===== src/rtl/mem_arbiter.sv =====
// Two-requester arbiter sharing one registered memory port between instruction fetch and data access.
// Define MEM_ARB_RR_EN to replace fixed data-first priority with round-robin on simultaneous requests.
module mem_arbiter #(
  parameter int AW = 12,
  parameter int DW = 17
) (
  input  logic          clk,
  input  logic          reset_i,
  input  logic          imem_req_i,
  input  logic [AW-1:0] imem_addr_i,
  output logic          imem_refused_o,
  output logic [DW-1:0] imem_rdata_o,
  input  logic          dmem_req_i,
  input  logic          dmem_wen_i,
  input  logic [AW-1:0] dmem_addr_i,
  input  logic [DW-1:0] dmem_wdata_i,
  output logic          dmem_refused_o,
  output logic [DW-1:0] dmem_rdata_o,
  output logic          mem_req_o,
  output logic          mem_wen_o,
  output logic [AW-1:0] mem_addr_o,
  output logic [DW-1:0] mem_wdata_o,
  input  logic          mem_ack_i,
  input  logic [DW-1:0] mem_rdata_i
);

  typedef enum logic [1:0] {
    S_IDLE   = 2'd0,
    S_BUSY_I = 2'd1,
    S_BUSY_D = 2'd2
  } state_t;

  state_t r_state;
  logic   w_grant_d;
  logic   w_done_i;
  logic   w_done_d;

`ifdef MEM_ARB_RR_EN
  // r_prefer_d=1 means the fetch side won last, so data is preferred on the next tie
  logic r_prefer_d;

  always_ff @(posedge clk or posedge reset_i) begin
    if (reset_i) begin
      r_prefer_d <= 1'b0;
    end else if (r_state == S_IDLE && (imem_req_i || dmem_req_i)) begin
      r_prefer_d <= ~w_grant_d;
    end
  end

  assign w_grant_d = dmem_req_i & (~imem_req_i | r_prefer_d);
`else
  assign w_grant_d = dmem_req_i;
`endif

  assign w_done_i       = mem_ack_i & (r_state == S_BUSY_I);
  assign w_done_d       = mem_ack_i & (r_state == S_BUSY_D);
  assign imem_refused_o = imem_req_i & ~w_done_i;
  assign dmem_refused_o = dmem_req_i & ~w_done_d;
  assign imem_rdata_o   = mem_rdata_i;
  assign dmem_rdata_o   = mem_rdata_i;

  always_ff @(posedge clk or posedge reset_i) begin
    if (reset_i) begin
      r_state     <= S_IDLE;
      mem_req_o   <= 1'b0;
      mem_wen_o   <= 1'b0;
      mem_addr_o  <= '0;
      mem_wdata_o <= '0;
    end else begin
      case (r_state)
        S_IDLE: begin
          if (w_grant_d) begin
            mem_req_o   <= 1'b1;
            mem_wen_o   <= dmem_wen_i;
            mem_addr_o  <= dmem_addr_i;
            mem_wdata_o <= dmem_wdata_i;
            r_state     <= S_BUSY_D;
          end else if (imem_req_i) begin
            mem_req_o   <= 1'b1;
            mem_wen_o   <= 1'b0;
            mem_addr_o  <= imem_addr_i;
            mem_wdata_o <= '0;
            r_state     <= S_BUSY_I;
          end else begin
            mem_req_o <= 1'b0;
          end
        end
        // Fields stay latched until the memory acknowledges; the owner dropping its request does not abort
        S_BUSY_I, S_BUSY_D: begin
          if (mem_ack_i) begin
            mem_req_o <= 1'b0;
            r_state   <= S_IDLE;
          end
        end
        default: begin
          mem_req_o <= 1'b0;
          r_state   <= S_IDLE;
        end
      endcase
    end
  end

endmodule


===== config.mk =====
export PLATFORM = sky130hd
export DESIGN_NAME = mem_arbiter
export DESIGN_NICKNAME = d
export VERILOG_FILES = /design/src/rtl/mem_arbiter.sv
export SDC_FILE = /design/constraint.sdc
export NUM_CORES = 1
export LEC_CHECK = 0
export CORE_MARGIN = 2
export CORE_UTILIZATION = 36
export CTS_BUF_LIST = sky130_fd_sc_hd__clkbuf_8 sky130_fd_sc_hd__clkbuf_16
export DETAILED_ROUTE_END_ITERATION = 8
export GPL_ROUTABILITY_DRIVEN = 0
export PLACE_DENSITY = 0.86
export RECOVER_POWER = 25
export SYNTH_ARGS = -nofsm -noshare
export SYNTH_HDL_FRONTEND = slang
export SYNTH_SLANG_ARGS = --single-unit

===== constraint.sdc =====
create_clock -name clk -period 2.48 [get_ports clk]
set_input_delay 0.248 -clock clk [delete_from_list [all_inputs] [get_ports clk]]
set_output_delay 0.248 -clock clk [all_outputs]
set_load 0.01 [all_outputs]

Run 1, sizing map:
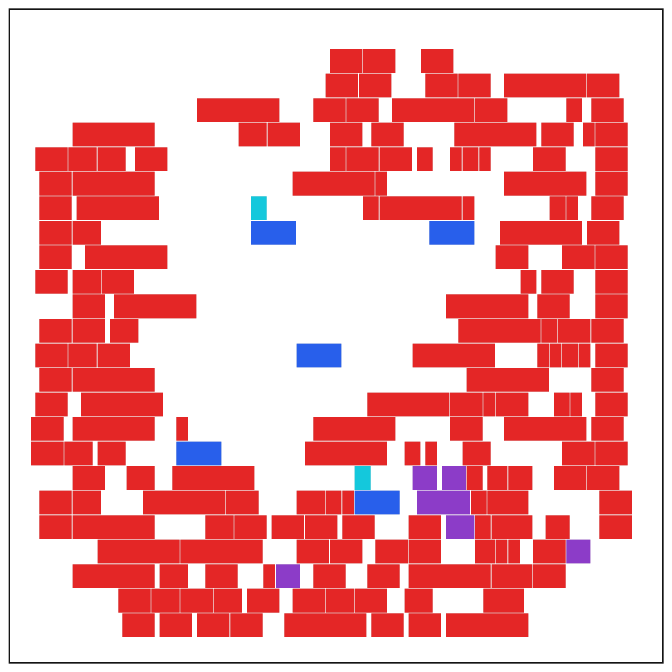
Key: _2 cells = cyan [cells 2, share 1.0%, most used clkinv_2]; _6 and larger = blue [cells 5, share 2.5%, most used clkbuf_8]; _3 and _4 cells = purple [cells 6, share 3.0%, most used buf_4]; _0 and _1 cells = red [cells 184, share 93%, most used clkdlybuf4s50_1]

Run 1, the clock network:
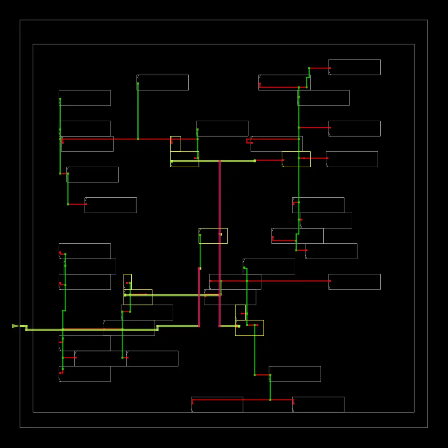
Worst Skew: 0.003942 ns
P_clk: 372 uW

==> impl_metrics.yaml, run 1 <==
# flow metrics
status:
  status: "finished clean"
route:
  finalWirelength_mm: 3.358
  dr_wl_met2_mm: 1.586
synthesis:
  ys_sh_adder: 0.02981
  top_logic_kind: "buffers and inverters"
  aoi_share: 0.1624
  mux_share: 0.07750
  yosysMostFrequentCell: "buf_4"
pwr:
  power_uw: 2548
  seq-power_uw: 934
  pwr-share-clk: 0.146
timing:
  timing.fmax_mhz: 529.0
  finalSetupViolCount: 0
  whs_ns: 0.3634
  tightest_slew_ns: 0.4074
  rsz0062_at_grt: "false"
global_route:
  grt_pass1_wl_mm: 5.313
  grtUsageMet1: 0.1489
  antenna_found_initial: 0
  grt_max_degree: 34
  grt_use_met2: 0.2222
finish:
  largest_cell_class: "registers"
  inverters: 4
  drive_gt1_frac: 0.06599
  seq_area_um2: 825.8
  top_regs: "mem_wdata_o (17), mem_addr_o (12), r_state (2)"
worst_setup_path:
  crit_slowest_cell: "clkdlybuf4s50_1"
  timing.rr.start: "r_state[1]$_DFFE_PP0P_"
  r2r-end: "mem_wen_o$_DFFE_PP0P_"
cts:
  cts-root-buf: "clkbuf_8"
flow_run:
  drv_cap: 0
floorplan:
  dieWidth_um: 72.30
Run 1, cell classes on the final placement:
The bar under the picture is 20 um long.
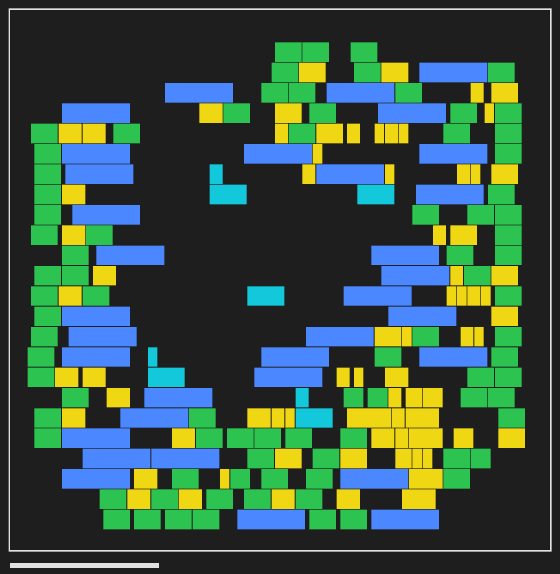
Key: remaining buffers and delay cells = green [cells 83, share of their area 36%]; sequential cells = blue [cells 33, share of their area 36%]; combinational and other logic = yellow [cells 73, share of their area 24%]; clock drivers and dummy loads = cyan [cells 8, share of their area 3.6%]
Cell Rows: 24
Design Area, Final: 0.002328 mm2
Seq/total area: 0.3546
final core occ: 0.5275
Core ar.: 0.004414 mm2

## Run 2: what changed since run 1
CORE_UTILIZATION = 30   (was 36)
PLACE_DENSITY = 0.77   (was 0.86)
clock period = 1.7 ns   (was 2.48 ns; I/O delays follow)
Run 2, the clock network:
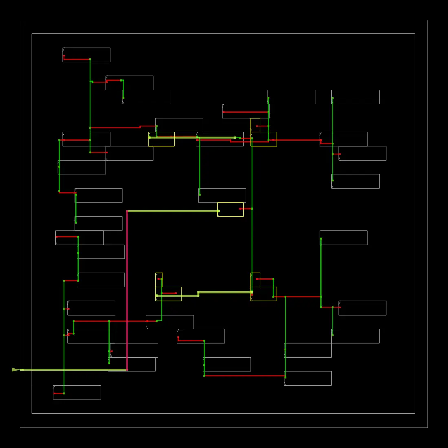
flop count: 33
CTS Buf Count: 5
P_clk: 550 uW
Worst Skew: 0.005221 ns
total clock sinks: 33

Run 2, sizing map:
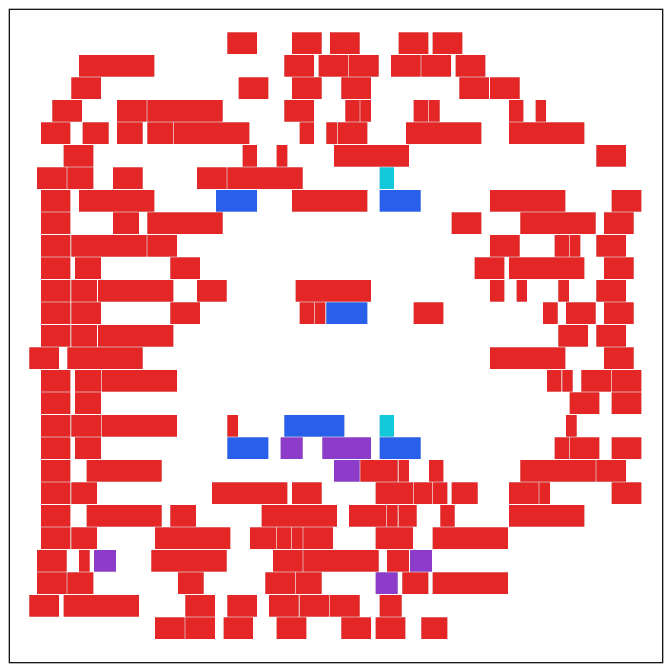
Key: _0 and _1 cells = red [cells 184, share 93%, most used clkdlybuf4s50_1]; _6 and larger = blue [cells 6, share 3.0%, most used clkbuf_8]; _3 and _4 cells = purple [cells 6, share 3.0%, most used buf_4]; _2 cells = cyan [cells 2, share 1.0%, most used clkinv_2]
P&R area growth vs syn: 41.21%
Final Worst Setup Slack: 0.1441 ns
Design Area, Final: 0.002371 mm2
Signal buffers: 84

==> impl_metrics.yaml, run 2 <==
# flow metrics
status:
  status: "finished clean"
route:
  finalWirelength_mm: 3.462
  dr_wl_met2_mm: 1.637
finish:
  seq_share: 0.3483
  inverters: 4
  fin_util: 0.4359
  drive_gt1_frac: 0.07071
  largest_cell_class: "non-clock buffers"
  top_regs: "mem_wdata_o (17), mem_addr_o (12), r_state (2)"
worst_setup_path:
  reg2reg_depth: 5
  timing.rr.start: "r_state[0]$_DFFE_PP0P_"
  r2r-end: "r_state[1]$_DFFE_PP0P_"
  crit_slowest_cell: "dfrtp_1"
timing:
  tightest_slew_ns: 0.4078
  whs_ns: 0.2804
  finalSetupViolCount: 0
  rsz0062_at_grt: "false"
floorplan:
  core-area_mm2: 0.005439
  dieWidth_um: 78.82
  io_pins: 131
cts:
  cts-root-buf: "clkbuf_8"
synthesis:
  top_logic_kind: "buffers and inverters"
  yosysMostFrequentCell: "buf_4"
  aoi_share: 0.1624
  ys_sh_adder: 0.02981
  mux_share: 0.07750
flow_run:
  drv_cap: 0
global_route:
  antenna_found_initial: 0
  grt_pass1_wl_mm: 5.664
  grt_max_degree: 34
  grtUsageMet1: 0.1344
pwr:
  pwr-share-clk: 0.147
  seq-power_uw: 1370
  power_uw: 3753
Power figures rest on the tool's default switching activity, not on a simulated workload.
